File: config.mk
export PLATFORM = sky130hd
export DESIGN_NAME = call_stack_flat
export DESIGN_NICKNAME = d
export VERILOG_FILES = /design/src/rtl/call_stack_if.sv /design/src/rtl/call_stack.sv /design/src/flat_wrapper.sv
export SDC_FILE = /design/constraint.sdc
export NUM_CORES = 1
export LEC_CHECK = 0
export CAP_MARGIN = 20
export CORE_MARGIN = 2
export CORE_UTILIZATION = 30
export CTS_CLUSTER_SIZE = 20
export DETAILED_ROUTE_END_ITERATION = 10
export GPL_TIMING_DRIVEN = 0
export REMOVE_ABC_BUFFERS = 1
export SLEW_MARGIN = 5
export SYNTH_ARGS = -nofsm -noshare
export SYNTH_HDL_FRONTEND = slang
export SYNTH_SLANG_ARGS = --single-unit
File: constraint.sdc
create_clock -name clk -period 3.2 [get_ports clk]
set_input_delay 0.64 -clock clk [delete_from_list [all_inputs] [get_ports clk]]
set_output_delay 0.64 -clock clk [all_outputs]
set_load 0.1 [all_outputs]
File: src/rtl/call_stack_if.sv
`default_nettype none
// ============================================================================
// Module      : call_stack_if
// Description : Control-unit <-> return-address stack signal bundle.
//               The master drives call/return requests and the PC value.
//               The slave (the stack) reports its top entry and status.
// Revision    : 1.0 - initial release
// ============================================================================
interface call_stack_if #(
  parameter int AW    = 16,
  parameter int DEPTH = 8
);
  localparam int CW = $clog2(DEPTH + 1);

  logic          push;
  logic          pop;
  logic [AW-1:0] pc_in;
  logic          clr_err;
  logic [AW-1:0] top_addr;
  logic [CW-1:0] count;
  logic          full;
  logic          empty;
  logic          ovf;
  logic          unf;

  modport master (
    output push, pop, pc_in, clr_err,
    input  top_addr, count, full, empty, ovf, unf
  );

  modport slave (
    input  push, pop, pc_in, clr_err,
    output top_addr, count, full, empty, ovf, unf
  );
endinterface
`default_nettype wire

File: src/rtl/call_stack.sv
`default_nettype none
// ============================================================================
// Module      : call_stack
// Description : Parametrised return-address stack. A call pushes
//               pc_in + RET_OFFSET and a return pops. The current top is
//               presented combinationally on top_addr for the PC-write mux.
//               Full, empty, occupancy and sticky overflow/underflow flags
//               are reported to the control unit.
// Revision    : 1.0 - initial release
// ============================================================================
module call_stack #(
  parameter int AW         = 16,
  parameter int DEPTH      = 8,
  parameter int RET_OFFSET = 1,
  parameter int OVF_WRAP   = 0
) (
  input  wire logic   clk,
  input  wire logic   rst,
  call_stack_if.slave bus
);

  localparam int            CW     = $clog2(DEPTH + 1);
  localparam int            PW     = $clog2(DEPTH);
  localparam logic [PW-1:0] c_LAST = PW'(DEPTH - 1);
  localparam logic [CW-1:0] c_FULL = CW'(DEPTH);

  // Storage: entries are never cleared, only the pointer/count define validity.
  logic [AW-1:0] r_mem [DEPTH];
  logic [PW-1:0] r_wp;
  logic [CW-1:0] r_count;
  logic          r_ovf;
  logic          r_unf;

  logic [PW-1:0] w_wp_inc;
  logic [PW-1:0] w_wp_dec;
  logic          w_full;
  logic          w_empty;
  logic [AW-1:0] w_ret;
  logic          w_both;
  logic          w_push_only;
  logic          w_pop_only;
  logic          w_we;
  logic [PW-1:0] w_waddr;

  // Pointers wrap modulo DEPTH explicitly so non-power-of-two depths work.
  assign w_wp_inc    = (r_wp == c_LAST) ? '0 : r_wp + PW'(1);
  assign w_wp_dec    = (r_wp == '0) ? c_LAST : r_wp - PW'(1);
  assign w_full      = (r_count == c_FULL);
  assign w_empty     = (r_count == '0);
  assign w_ret       = bus.pc_in + AW'(RET_OFFSET);
  assign w_both      = bus.push & bus.pop;
  assign w_push_only = bus.push & ~bus.pop;
  assign w_pop_only  = bus.pop & ~bus.push;

  // Decode the array write: replace-top on push+pop, append on push otherwise.
  always_comb begin
    w_we    = 1'b0;
    w_waddr = r_wp;
    if (!rst) begin
      if (w_both) begin
        w_we    = 1'b1;
        w_waddr = w_empty ? r_wp : w_wp_dec;
      end else if (w_push_only) begin
        w_we    = !w_full || (OVF_WRAP != 0);
        w_waddr = r_wp;
      end
    end
  end

  // Array write port; contents survive reset by design.
  always_ff @(posedge clk) begin
    if (w_we) begin
      r_mem[w_waddr] <= w_ret;
    end
  end

  // Pointer, occupancy and sticky error flags; a same-cycle error beats clr_err.
  always_ff @(posedge clk) begin
    if (rst) begin
      r_wp    <= '0;
      r_count <= '0;
      r_ovf   <= 1'b0;
      r_unf   <= 1'b0;
    end else begin
      if (bus.clr_err) begin
        r_ovf <= 1'b0;
        r_unf <= 1'b0;
      end
      if (w_both) begin
        // Non-empty: top replaced in place, no pointer change, never an overflow.
        if (w_empty) begin
          r_wp    <= w_wp_inc;
          r_count <= CW'(1);
          r_unf   <= 1'b1;
        end
      end else if (w_push_only) begin
        if (!w_full) begin
          r_wp    <= w_wp_inc;
          r_count <= r_count + CW'(1);
        end else begin
          r_ovf <= 1'b1;
          // Wrap policy: oldest entry is overwritten, count stays at DEPTH.
          if (OVF_WRAP != 0) begin
            r_wp <= w_wp_inc;
          end
        end
      end else if (w_pop_only) begin
        if (!w_empty) begin
          r_wp    <= w_wp_dec;
          r_count <= r_count - CW'(1);
        end else begin
          r_unf <= 1'b1;
        end
      end
    end
  end

  assign bus.top_addr = w_empty ? '0 : r_mem[w_wp_dec];
  assign bus.count    = r_count;
  assign bus.full     = w_full;
  assign bus.empty    = w_empty;
  assign bus.ovf      = r_ovf;
  assign bus.unf      = r_unf;

endmodule
`default_nettype wire

File: src/flat_wrapper.sv
// flat-port wrapper written by rule: the top's interface ports become plain ports
module call_stack_flat 
#(
  parameter int AW         = 16,
  parameter int DEPTH      = 8,
  parameter int RET_OFFSET = 1,
  parameter int OVF_WRAP   = 0
)
  (clk, rst, bus_push, bus_pop, bus_pc_in, bus_clr_err, bus_top_addr, bus_count, bus_full, bus_empty, bus_ovf, bus_unf);
  call_stack_if #(.AW(AW), .DEPTH(DEPTH)) bus_i ();
  input  wire logic clk;
  input  wire logic rst;
  input wire logic [$bits(bus_i.push)-1:0] bus_push;
  input wire logic [$bits(bus_i.pop)-1:0] bus_pop;
  input wire logic [$bits(bus_i.pc_in)-1:0] bus_pc_in;
  input wire logic [$bits(bus_i.clr_err)-1:0] bus_clr_err;
  output wire logic [$bits(bus_i.top_addr)-1:0] bus_top_addr;
  output wire logic [$bits(bus_i.count)-1:0] bus_count;
  output wire logic [$bits(bus_i.full)-1:0] bus_full;
  output wire logic [$bits(bus_i.empty)-1:0] bus_empty;
  output wire logic [$bits(bus_i.ovf)-1:0] bus_ovf;
  output wire logic [$bits(bus_i.unf)-1:0] bus_unf;
  assign bus_i.push = bus_push;
  assign bus_i.pop = bus_pop;
  assign bus_i.pc_in = bus_pc_in;
  assign bus_i.clr_err = bus_clr_err;
  assign bus_top_addr = bus_i.top_addr;
  assign bus_count = bus_i.count;
  assign bus_full = bus_i.full;
  assign bus_empty = bus_i.empty;
  assign bus_ovf = bus_i.ovf;
  assign bus_unf = bus_i.unf;
  call_stack #(.AW(AW), .DEPTH(DEPTH), .RET_OFFSET(RET_OFFSET), .OVF_WRAP(OVF_WRAP)) u_core (.clk(clk), .rst(rst), .bus(bus_i));
endmodule
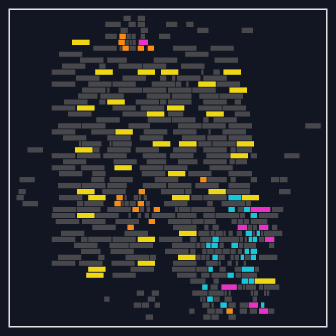
run_1/gate_families.png
legend:
  adder and majority cells:
    color: magenta
    cells: 8
  multiplexers:
    color: yellow
    cells: 33
  inverting AOI/OAI gates:
    color: cyan
    cells: 26
    where: south-east
  XOR/XNOR gates:
    color: orange
    cells: 15
count of placed standard cells in the final layout, fillers left out: 685
proportion of cell area occupied by multi-input gates: 23.2%

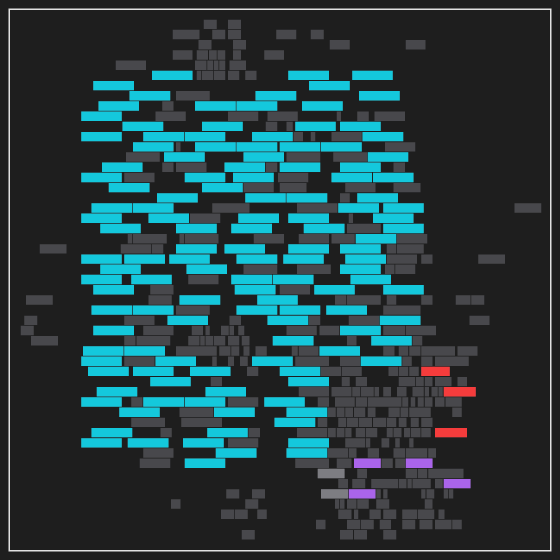
run_1/registers.png
legend:
  `u_core.r_wp`:
    color: red
    flops: 3
  `u_core.bus.count`:
    color: purple
    flops: 4
  `u_core.r_mem`:
    color: cyan
    flops: 128
not colored: 2
utilization after layout: 40.0%
combined flip-flop and latch cell area: 0.00403 mm2
power drawn by the sequential cells: 2.19 mW
flop share of the area: 52.1%

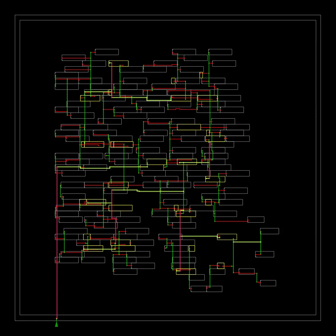
run_1/final_clocks.png
worst clock skew: 0.0122 ns
P_clk: 1.93 mW

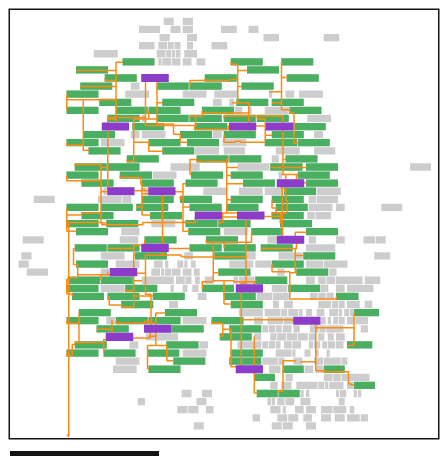
run_1/clock_map.png
The bar under the picture is 50 um long.
legend:
  clock wires:
    color: orange
    length: 1620 um
  cells driving clock nets:
    color: purple
    count: 17
  flip-flops:
    color: green
    count: 137
routed clock nets: 18
Clock Latency Late Sink: 0.42 ns
clock share of power: 24.7%

==> qor.json, run 1 <==
{
  "synth_stat.cells": 328,
  "worst-endpoint-required_ns": 2.56,
  "placement_rows": 51,
  "total_of_warnings_raised_by_yosys": 0,
  "vias_per_cell": 4.93,
  "cts_htree_levels": 4,
  "slew_viol_final": 0,
  "combGateArea_mm2": 0.00179,
  "tightestPinTransition_ns": 0.974,
  "final_cell_area_mm2": 0.00774,
  "fin_tns_setup_ns": -0.212,
  "synth_top_cell_by_area": "edfxtp_1",
  "synth-seq-area-share_pct": 68.5,
  "largest_net_degree_at_the_start_of_global_routing": 36,
  "design.final.nets": 436,
  "root_buffer": "clkbuf_16",
  "cts_num_sinks": 137,
  "drt-wirelength-per-cell_um": 19.7,
  "mappedNetlistArea_mm2": 0.00587,
  "cts-buffers-inserted": 17,
  "final-setup-viol-count": 8,
  "synthToLayoutAreaGrowth_pct": 31.8,
  "cap_viol_max_count": 0,
  "final_critical_path_setup_slack_ns": -0.0502,
  "via_count_of_the_first_global_routing_pass": 3477,
  "run_status": "finished, violations left",
  "finalClockPeriodUsage_pct": 102,
  "violations": "negative setup slack",
  "p_leak_nw": 2.62,
  "core_region_area_mm2": 0.0193,
  "p_total_mw": 7.82,
  "detailedRoute.firstPassIterationCount": 5,
  "tool_warnings": 29,
  "die.size.x_um": 144,
  "asyncSetResetFlopFracSynth_pct": 0,
  "chipArea_mm2": 0.0207,
  "clk_path_buf_depth": 2,
  "die-height_um": 144,
  "io_buffer_count": 44,
  "clk_transition_reported_paths_ns": 0.06,
  "grt_usage_pct": 13.9,
  "synth-adder-area-share_pct": 1.83,
  "placedCellCount": 633
}
run 1: metal layers:
metal  GRT usage, %  part of all wire (%)  up-vias
li1               -                     -     1514
met4           5.88                   1.7        0
met2           23.9                    52       95
met1           16.7                    42     1747
met5              0                     0        -
met3           3.20                   4.0       24
run 1: power by group:
part | leakage [nW] | total, mW | internal [mW] | switching [mW]
Clock | 0.280 | 1.93 | 1.21 | 0.717
Combinational | 1.11 | 3.70 | 1.28 | 2.41
Sequential | 1.23 | 2.19 | 2.12 | 0.0722
Total | 2.62 | 7.82 | 4.62 | 3.20
run 1: synth_stat cells, types with 2 or more instances:
cell type  count
a21o_1         3
a21oi_1        6
a22o_1        16
a22oi_1        2
a31oi_1        3
and2_1         4
and3_1         3
and4_1         2
buf_2          3
buf_6          3
clkbuf_1       6
clkbuf_4       2
dfxtp_1        9
edfxtp_1     128
ha_1           7
inv_1         10
mux4_2        32
nand2_1        9
nand2b_1       3
nand3_1        5
nand3b_1       2
nand4_1        5
nor2_1        13
nor2b_1        4
nor3_1         3
o311a_1        2
o311ai_1       2
o31ai_1        2
o41ai_1        3
or3_1          3
xnor2_1       10
xor2_1         5
run 1: worst max-delay path: stages (launching register included):
cell and delay [ns]:
dfxtp_4 0.35, inv_4 0.08, ha_4 0.16, inv_4 0.04, o21ai_4 0.15, clkbuf_16 0.17
buf_8 0.11, buf_16 0.14, mux4_2 0.51, a22o_1 0.29, buf_12 0.18
run 1: area by class of cell:
cell class,count,share of cell area [%]
flip-flops and latches,137,52.1
multi-input cells,164,23.2
repair buffers,75,12.1
clock buffers,18,5.54
well taps,265,4.28
clock inverters,14,2.02
inverters,12,0.840
run 1: sequential cells by signal (all words and copies together), names as in the netlist:
signal / count
u_core.bus.count: 4
u_core.bus.ovf: 1
u_core.bus.unf: 1
u_core.r_mem: 128
u_core.r_wp: 3
run 1: through the flow:
step           hold WS (ns)  util [%]
6_report              0.520      40.0
2_1_floorplan         0.508         -
4_1_cts               0.527      39.8
3_3_place_gp          0.498      33.9
3_5_place_dp          0.513      35.0
5_1_grt               0.579      40.0
run 1: placed cells by master (no fill, tap or decap), drive strengths merged, types with 2 or more instances in the layout:
cell type        n
a21o             3
a21oi            6
a22o            16
a22oi            2
a31oi            3
and2             4
and3             3
and4             2
buf             44
bufinv           3
clkbuf          21
clkdlybuf4s50   26
clkinv          10
clkinvlp         2
dfxtp            9
edfxtp         128
ha               7
inv             11
mux4            33
nand2            9
nand2b           3
nand3            5
nand3b           2
nand4            5
nor2            13
nor2b            4
nor3             3
o311a            2
o311ai           2
o31ai            2
o41ai            3
or3              3
xnor2           10
xor2             5
run 1: repair_timing:
item,CTS,global route
setup buffers,15,4
gates cloned,1,0
endpoints found under the setup margin,36,17
pin swaps,13,7
gates resized,149,10
run 1: final timing paths:
kind,startpoint,end,cells after the start
setup / recovery,u_core.r_wp[0],bus_top_addr[3],10
hold / removal,u_core.bus.ovf,u_core.bus.ovf,2
setup reg to reg,u_core.bus.count[1],u_core.r_mem[1][9],6
hold reg to reg,u_core.bus.ovf,u_core.bus.ovf,2
==> run 2, diff against run 1 <==
--- a/config.mk
+++ b/config.mk
@@ -8,7 +8,7 @@
 export CAP_MARGIN = 20
 export CORE_MARGIN = 2
 export CORE_UTILIZATION = 30
-export CTS_CLUSTER_SIZE = 20
+export CTS_CLUSTER_SIZE = 8
 export DETAILED_ROUTE_END_ITERATION = 10
 export GPL_TIMING_DRIVEN = 0
 export REMOVE_ABC_BUFFERS = 1
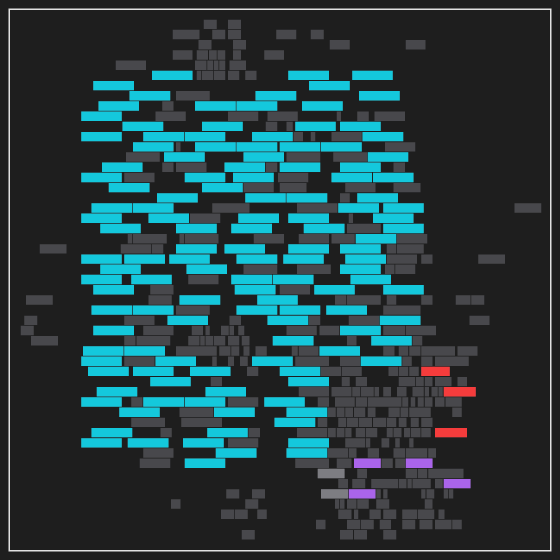
run_2/registers.png
legend:
  `u_core.bus.count`:
    color: purple
    flops: 4
  `u_core.r_wp`:
    color: red
    flops: 3
  `u_core.r_mem`:
    color: cyan
    flops: 128
not colored: 2

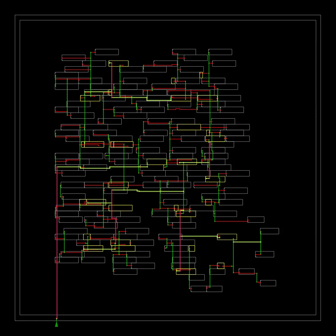
run_2/final_clocks.png
number of sequential cells in the layout: 137
number of clock sinks: 137
# clk buffers: 18

==> run 2 against run 1 <==
The run still ends with negative setup slack left. Wire length unchanged. Maximum frequency unchanged. Via count unchanged. Clock-buffer cell count unchanged. Die size unchanged. Setup slack unchanged. Power unchanged. Non-clock buffer count unchanged. Worst hold slack unchanged. First-iteration DRC count unchanged.
==> qor.json, run 2 <==
{
  "run_status": "finished, violations left",
  "violations": "negative setup slack",
  "cts-buffers-inserted": {"value": 17, "change": "unchanged"},
  "clkPwrFrac": {"value": 24.7, "unit": "%", "change": "about the same"},
  "layout_top_cells": "128 x edfxtp_1, 32 x mux4_2, 26 x clkdlybuf4s50_1",
  "timing_worst_setup_path_type": "flip-flop to primary output",
  "critical_path.most_common_cell": "inv_4",
  "antenna_violating_nets_post_route": 0,
  "chipArea": {"value": 0.0207, "unit": "mm2", "change": "unchanged"},
  "placement_rows": {"value": 51, "change": "unchanged"},
  "worstSkewPairLatency": {"value": 0.42, "unit": "ns", "change": "about the same"},
  "grt_setup_unrepaired": "true",
  "fin_tns_setup": {"value": -0.212, "unit": "ns", "change": "unchanged"},
  "asyncSetResetFlopFracSynth": {"value": 0, "unit": "%", "change": "unchanged"},
  "synth_stat.cells": {"value": 328, "change": "unchanged"},
  "synth.lib_cells_used.distinct": 50,
  "slew_viol_final": {"value": 0, "change": "unchanged"},
  "root_buffer": "clkbuf_16",
  "crit_path_max_incr_delay": {"value": 0.51, "unit": "ns", "change": "about the same"},
  "worst_clock_skew": {"value": 0.0122, "unit": "ns", "change": "unchanged"},
  "critical_path.slowest_cell": "mux4_2",
  "ys_top_cells_by_count": "128 x edfxtp_1, 32 x mux4_2, 16 x a22o_1",
  "synthToLayoutAreaGrowth": {"value": 31.8, "unit": "%", "change": "unchanged"},
  "xor_area_share_pct": 2.24,
  "netSwitchingFraction": {"value": 41.0, "unit": "%", "change": "unchanged"},
  "die-height": {"value": 144, "unit": "um", "change": "unchanged"},
  "most_frequently_used_cell_type_in_the_post_synthesis_netlist": "edfxtp_1",
  "power.net_switching": {"value": 3.20, "unit": "mW", "change": "unchanged"},
  "detailedRoute.firstPassIterationCount": {"value": 5, "change": "unchanged"},
  "yosys_area_mm2": 0.00587,
  "vias_per_cell": {"value": 4.93, "change": "unchanged"},
  "cts_htree_levels": {"value": 4, "change": "unchanged"},
  "p_leak": {"value": 2.62, "unit": "nW", "change": "unchanged"},
  "max_flop_register": "u_core.r_mem",
  "die.size.x": {"value": 144, "unit": "um", "change": "unchanged"},
  "via_count_of_the_first_global_routing_pass": {"value": 3477, "change": "unchanged"},
  "cp_num_buf_inv": {"value": 6, "change": "unchanged"},
  "timing.rr.start": "u_core.bus.count[1]",
  "cell_by_cell_trace_of_the_critical_path": "inv_4 > ha_4 > inv_4 > o21ai_4 > clkbuf_16 > buf_8 > buf_16 > mux4_2 > a22o_1 > buf_12",
  "drt-wirelength-per-cell": {"value": 19.7, "unit": "um", "change": "unchanged"},
  "worstHoldStart": "u_core.bus.ovf",
  "io_buffer_count": {"value": 44, "change": "unchanged"},
  "synth-seq-area-share": {"value": 68.5, "unit": "%", "change": "unchanged"},
  "seq_power_share": {"value": 28.0, "unit": "%", "change": "about the same"},
  "pwr-share-comb": {"value": 47.3, "unit": "%", "change": "about the same"},
  "critPathLaunch": "u_core.r_wp[0]",
  "design.final.nets": {"value": 436, "change": "unchanged"},
  "grt_usage": {"value": 13.9, "unit": "%", "change": "unchanged"},
  "intPower": {"value": 4.62, "unit": "mW", "change": "unchanged"},
  "clk_transition_reported_paths": {"value": 0.06, "unit": "ns", "change": "about the same"},
  "tightestPinTransition": {"value": 0.974, "unit": "ns", "change": "unchanged"},
  "worst-endpoint-required": {"value": 2.56, "unit": "ns", "change": "about the same"},
  "timing.critical_path.max_delay_family": "buffers and inverters",
  "global_route_wire_length_before_repair_um": 20500,
  "cap_viol_max_count": {"value": 0, "change": "unchanged"},
  "final-setup-viol-count": {"value": 8, "change": "unchanged"},
  "p_total": {"value": 7.82, "unit": "mW", "change": "unchanged"},
  "final_critical_path_setup_slack": {"value": -0.0502, "unit": "ns", "change": "unchanged"},
  "finalClockPeriodUsage": {"value": 102, "unit": "%", "change": "unchanged"},
  "final_core_utilization": {"value": 40.0, "unit": "%", "change": "unchanged"},
  "synth-adder-area-share": {"value": 1.83, "unit": "%", "change": "unchanged"},
  "largest_net_degree_at_the_start_of_global_routing": {"value": 36, "change": "unchanged"},
  "placedCellCount": {"value": 633, "change": "unchanged"},
  "synth_top_cell_by_area": "edfxtp_1",
  "total_of_warnings_raised_by_yosys": {"value": 0, "change": "unchanged"},
  "mappedNetlistArea": {"value": 0.00587, "unit": "mm2", "change": "unchanged"},
  "tool_warnings": {"value": 29, "change": "unchanged"},
  "timing.critical_path.arrival_ns": 2.61,
  "clk_path_buf_depth": {"value": 2, "change": "unchanged"},
  "layoutNonFillerInstCount": {"value": 685, "change": "unchanged"},
  "postSynth.topFlopCell": "edfxtp_1"
}
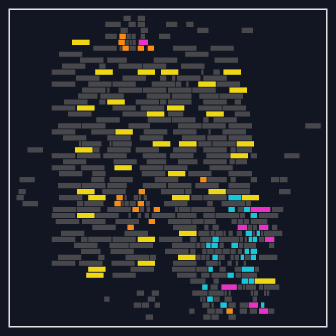
run_2/gate_families.png
legend:
  multiplexers:
    color: yellow
    cells: 33
  adder and majority cells:
    color: magenta
    cells: 8
  inverting AOI/OAI gates:
    color: cyan
    cells: 26
    where: south-east
  XOR/XNOR gates:
    color: orange
    cells: 15
most frequent logic cell in the layout: edfxtp_1

run 2: power groups by stage:
stage | registers, mW | clock network (mW) | logic, mW
4_1_cts | 2.19 | 1.95 | 3.67
6_report | 2.19 | 1.93 | 3.70
3_3_place_gp | 2.22 | 0 | 3.12
3_5_place_dp | 2.23 | 0 | 3.21
5_1_grt | 2.20 | 2.04 | 3.84
2_1_floorplan | 2.34 | 0 | 2.22
run 2: worst paths after layout:
check / endpoint / slack [ns] / depth (start not counted)
worst max-delay path: bus_top_addr[3] / -0.05 / 10
worst min-delay path: u_core.bus.ovf / 0.52 / 2
worst max register to register: u_core.r_mem[1][9] / 0.57 / 6
worst min register to register: u_core.bus.ovf / 0.52 / 2
run 2: final cells by class:
class	instances	area, um2
clock buffer	18	429
timing repair buffer	75	933
multi-input combinational	164	1790
tap	265	332
fill	1688	11600
clock inverter	14	156
inverter	12	65.1
sequential	137	4030
run 2: stage by stage:
stage / hold WS, ns / instance area, um2
CTS: 0.527 / 7690
global route: 0.579 / 7740
finish: 0.520 / 7740
floorplan: 0.508 / 5780
detailed placement: 0.513 / 6770
global placement: 0.498 / 6550
run 2: cells by family after synthesis:
| kind of cell | count (synthesis) |
|---|---|
| flip-flops | 137 |
| AND/OR/NAND/NOR | 59 |
| AND-OR/OR-AND | 49 |
| multiplexers | 33 |
| buffers and inverters | 27 |
| XOR/XNOR | 15 |
| adder cells (fa/ha/maj) | 8 |
run 2: per-layer routing:
metal  share of wire, %  wire (um)  vias up  track usage, %
li1                   -          -     1514               -
met1                 42       5660     1747            16.7
met5                  0          0        -               0
met2                 52       7050       95            23.9
met3                4.0        542       24            3.20
met4                1.7        226        0            5.88
run 2: repair_timing:
action	in CTS	in global routing
setup endpoints to repair	36	17
pin swaps	13	7
cloned	1	0
setup buffers	15	4
gates resized	149	10
run 2: worst min-delay path: stages, from the launching register on:
cell and delay (ns):
dfxtp_1 0.32, a22oi_1 0.08, nor2_1 0.08
Power is estimated from default activity; no workload was simulated.
